==> images/m1.png <==
Scale: 4 px per um. Supply wires on this layer in grey.
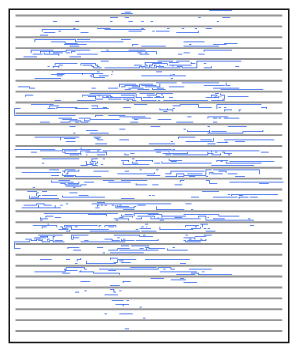
==> images/m2.png <==
Scale: 3 px per um. Cells faint in the background.
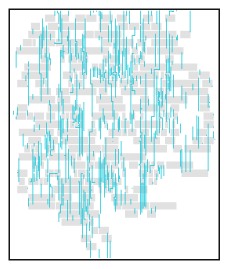
==> images/m3.png <==
Scale: 4 px per um.
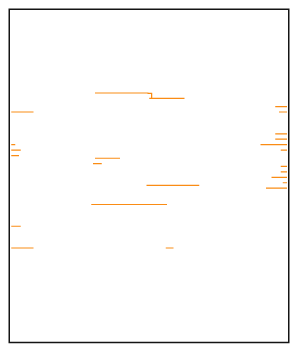
===== src/rtl/l1a_trigger_throttle.sv =====
// ============================================================================
// Module   : l1a_trigger_throttle
// Purpose  : Queues raw trigger pulses and issues spaced, burst-limited L1As
//            with a wrapping event ID over a valid/ready handshake.
// Revision : 1.0 - initial release
// ============================================================================
`default_nettype none

module l1a_trigger_throttle #(
  parameter int MIN_SPACING = 4,
  parameter int MAX_BURST   = 8,
  parameter int REFILL      = 64,
  parameter int DEPTH       = 4,
  parameter int EVID_W      = 12,
  localparam int TOK_W      = $clog2(MAX_BURST + 1)
) (
  input  logic              clk,
  input  logic              rst,
  input  logic              enable_i,
  input  logic              trig_i,
  output logic              l1a_valid_o,
  input  logic              l1a_ready_i,
  output logic [EVID_W-1:0] evid_o,
  output logic              full_o,
  output logic              drop_o,
  output logic [15:0]       drop_cnt_o,
  output logic [TOK_W-1:0]  tokens_o
);

  localparam int PEND_W = $clog2(DEPTH + 1);
  localparam int RCNT_W = (REFILL > 1) ? $clog2(REFILL) : 1;
  localparam int SPC_W  = (MIN_SPACING > 2) ? $clog2(MIN_SPACING - 1) : 1;

  localparam logic [PEND_W-1:0] PEND_MAX  = PEND_W'(DEPTH);
  localparam logic [TOK_W-1:0]  TOK_MAX   = TOK_W'(MAX_BURST);
  localparam logic [RCNT_W-1:0] RCNT_LAST = RCNT_W'(REFILL - 1);
  localparam logic [SPC_W-1:0]  SPC_LOAD  = SPC_W'(MIN_SPACING - 2);

  typedef enum logic [1:0] {
    IDLE    = 2'd0,
    ISSUE   = 2'd1,
    HOLDOFF = 2'd2
  } state_t;

  state_t            state;
  state_t            state_next;
  logic [PEND_W-1:0] pend;
  logic [PEND_W-1:0] pend_next;
  logic [TOK_W-1:0]  tokens;
  logic [TOK_W-1:0]  tokens_next;
  logic [RCNT_W-1:0] rcnt;
  logic [SPC_W-1:0]  spc;
  logic [SPC_W-1:0]  spc_next;
  logic [EVID_W-1:0] evid;
  logic              evid_inc;
  logic              hs;
  logic              trig_en;
  logic              accept;
  logic              refill_wrap;

  assign l1a_valid_o = (state == ISSUE);
  assign hs          = l1a_valid_o & l1a_ready_i;
  assign evid_o      = evid;
  assign tokens_o    = tokens;

  // A handshake frees a slot in the same cycle, so a trigger at full is kept.
  always_comb begin
    trig_en     = trig_i & enable_i;
    accept      = trig_en & ((pend != PEND_MAX) | hs);
    pend_next   = pend + PEND_W'(accept) - PEND_W'(hs);
    refill_wrap = (rcnt == RCNT_LAST);
    tokens_next = tokens;
    if (hs && !refill_wrap) begin
      tokens_next = tokens - TOK_W'(1);
    end else if (refill_wrap && !hs && (tokens != TOK_MAX)) begin
      tokens_next = tokens + TOK_W'(1);
    end
  end

  always_ff @(posedge clk or posedge rst) begin
    if (rst) begin
      state <= IDLE;
    end else begin
      state <= state_next;
    end
  end

  always_comb begin
    state_next = state;
    spc_next   = spc;
    evid_inc   = 1'b0;
    case (state)
      IDLE: begin
        if ((pend != '0) && (tokens != '0)) begin
          state_next = ISSUE;
        end
      end
      ISSUE: begin
        if (hs) begin
          state_next = HOLDOFF;
          spc_next   = SPC_LOAD;
          evid_inc   = 1'b1;
        end
      end
      HOLDOFF: begin
        // Decide on post-edge values so a back-to-back backlog keeps exact spacing.
        if (spc == '0) begin
          state_next = ((pend_next != '0) && (tokens_next != '0)) ? ISSUE : IDLE;
        end else begin
          spc_next = spc - SPC_W'(1);
        end
      end
      default: begin
        state_next = IDLE;
      end
    endcase
  end

  always_ff @(posedge clk or posedge rst) begin
    if (rst) begin
      pend       <= '0;
      tokens     <= TOK_MAX;
      rcnt       <= '0;
      spc        <= '0;
      evid       <= '0;
      full_o     <= 1'b0;
      drop_o     <= 1'b0;
      drop_cnt_o <= '0;
    end else begin
      pend   <= pend_next;
      tokens <= tokens_next;
      rcnt   <= refill_wrap ? '0 : rcnt + RCNT_W'(1);
      spc    <= spc_next;
      full_o <= (pend_next == PEND_MAX);
      drop_o <= trig_en & ~accept;
      if (evid_inc) begin
        evid <= evid + EVID_W'(1);
      end
      if (trig_en && !accept && (drop_cnt_o != 16'hFFFF)) begin
        drop_cnt_o <= drop_cnt_o + 16'd1;
      end
    end
  end

endmodule

`default_nettype wire

===== config.mk =====
export PLATFORM = sky130hd
export DESIGN_NAME = l1a_trigger_throttle
export DESIGN_NICKNAME = d
export VERILOG_FILES = /design/src/rtl/l1a_trigger_throttle.sv
export SDC_FILE = /design/constraint.sdc
export NUM_CORES = 1
export LEC_CHECK = 0
export ABC_CLOCK_PERIOD_IN_PS = 4450
export CAP_MARGIN = 20
export CORE_ASPECT_RATIO = 1.2
export CORE_UTILIZATION = 41
export DETAILED_ROUTE_END_ITERATION = 8
export PLACE_DENSITY = 0.74
export SYNTH_ARGS = -nofsm -noshare
export SYNTH_HDL_FRONTEND = slang
export SYNTH_SLANG_ARGS = --single-unit

===== constraint.sdc =====
create_clock -name clk -period 4.45 [get_ports clk]
set_clock_uncertainty 0.05 [all_clocks]
set_input_delay 0.89 -clock clk [delete_from_list [all_inputs] [get_ports clk]]
set_output_delay 0.89 -clock clk [all_outputs]
set_load 0.02 [all_outputs]

==> flow_summary_export.csv <==
group,metric,value,unit
die,core_area,5260,um^2
sta,worstMarginPinSlew,472,ps
placed_design,io_buffers,39,
sta,slew_viol_final,0,
layout,top_register,"drop_cnt_o",
setup_path,crit_cells,12,
layout,logic_area,1020,um^2
cts,clock-sinks,47,
setup_path,crit_arrival,3410,ps
cts,htree_levels,2,
job,drv_cap,0,
setup_path,r2r_slack,1740,ps
die,pin_count,40,
drt,topRoutingLayerUsed,"met4",
synth,ys_async_sr_fraction,100,%
drt,via_per_inst,5.12,
drt,firstDrtPassIters,6,
drt,wl_per_cell,12.5,um
power,seq_power_share,50.8,%
drt,wl_met1,1840,um
die,die-area,5760,um^2
setup_path,rr_startpoint,"state[1]",
setup_path,crit_end,"state[0]",
layout,final-seq-area,1180,um^2
layout,ff_count,47,
die,die_w,69.5,um
layout,largest_reg_flops,16,
synth,synth-seq-cells,47,
setup_path,cp_top_family,"adder cells",
sta,rsz0062_at_grt,"false",
sta,relSlewSlack,68.4,%
synth,ys_sh_adder,5.36,%
synth,synth_warnings,0,
cts,post_cts_buffers,0,
cts,cts_resized,0,
layout,buf_share,14.4,%
layout,top_area_cell_class,"sequential cells",
sta,tns,0,ps
die,tapCellCount,62,
setup_path,crit_path_top_delay_cell,"clkdlybuf4s50_1",
synth,aoi_share,6.98,%
placed_design,place_area,2710,um^2
layout,num-nonclk-inverters,11,
power,power.group.top,"registers",
setup_path,critPathMaxFanout,7,
synth,synth-xor-area-share,12.5,%
synth,syn-instance-count,203,
layout,fillCellCount,451,
setup_path,r2r-end,"state[0]",
drt,met3_length,110,um
cts,clk_pin_slew,80,ps
synth,synth-simple-area-share,20.1,%
power,p_leak,1.25,nW
setup_path,start_kind,"input port",
sta,final-hold-violation-count,0,
synth,yosysTopAreaCellShare,51.4,%
setup_path,endpoint_kind,"flip-flop",
drt,drt_iter0_drc,79,
worst_hold_path,hp-class,"flip-flop to flip-flop",
layout,lay_top_cells,"46 x dfrtp_1, 39 x clkdlybuf4s50_1, 26 x xnor2_1",
synth,ys_sh_mux,0.503,%
layout,nets,264,
power,power_frac_clock,31.9,%
synth,syn_nets,217,
cts,cts.path.max_buffers,2,
grt,met2_usage,22.4,%
layout,non_clock_buffer_count,40,
synth,synth-edff-count,0,
layout,seq_share,41.5,%
setup_path,crit_path_cell_trace,"clkdlybuf4s50_1 > nand3b_4 > nand3_1 > nand2_1 > ha_1 > inv_1 > ha_1 > fa_1 > xnor2_1 > xnor2_1 > o311ai_0 > o22ai_1",
run_status,run_status,"finished, final reports clean",
grt,grt_max_degree,48,
layout,diodes,0,
grt,grt_pass1_wl,6750,um
power,pg_comb,0.168,mW
setup_path,worst_ep_required_time,4580,ps
setup_path,path_class,"input port to flip-flop",
synth,largest_area_cell,"dfrtp_1",
## Picture notes: m1.png
longest straight run: 22.1 um
main direction: horizontal
share of all routed wire: 47%
nets with wire on the layer: 231

## Picture notes: m2.png
main direction: vertical
nets with wire on the layer: 226
longest straight run: 27.2 um
wire length on this layer: 1920 um
share of all routed wire: 49%

## Picture notes: m3.png
share of all routed wire: 2.8%
main direction: horizontal
wire length on this layer: 110 um
routed wire length: 3910 um
DR vias: 1601
GR met3 Demand/Resource: 4.00%

==> metrics by stage <==
step	setup slack [ps]	hold WS, ps	cells	utilization, %
after floorplan	1620	395	203	-
after global placement	961	418	304	51.5
after detailed placement	821	414	304	51.5
after CTS	1170	429	312	53.6
after global routing	1010	453	313	54.0
final	1160	424	313	54.0
==> Yosys cell counts, types with 2 or more instances <==
cell     number
dfrtp_1      46
nor2b_1       3
o21ai_0       3
nand2_1      19
nor2_1       15
xnor2_1      26
nand3_1      15
o22ai_1       2
and2_1        3
a31oi_1       2
nor3_1        2
o31ai_1       2
ha_1          8
xor2_1        6
and3_1        7
inv_1        10
nand4_1       8
nor3b_1       2
a21oi_1       5
No activity file was given, so power comes from the tool's default toggle rates.
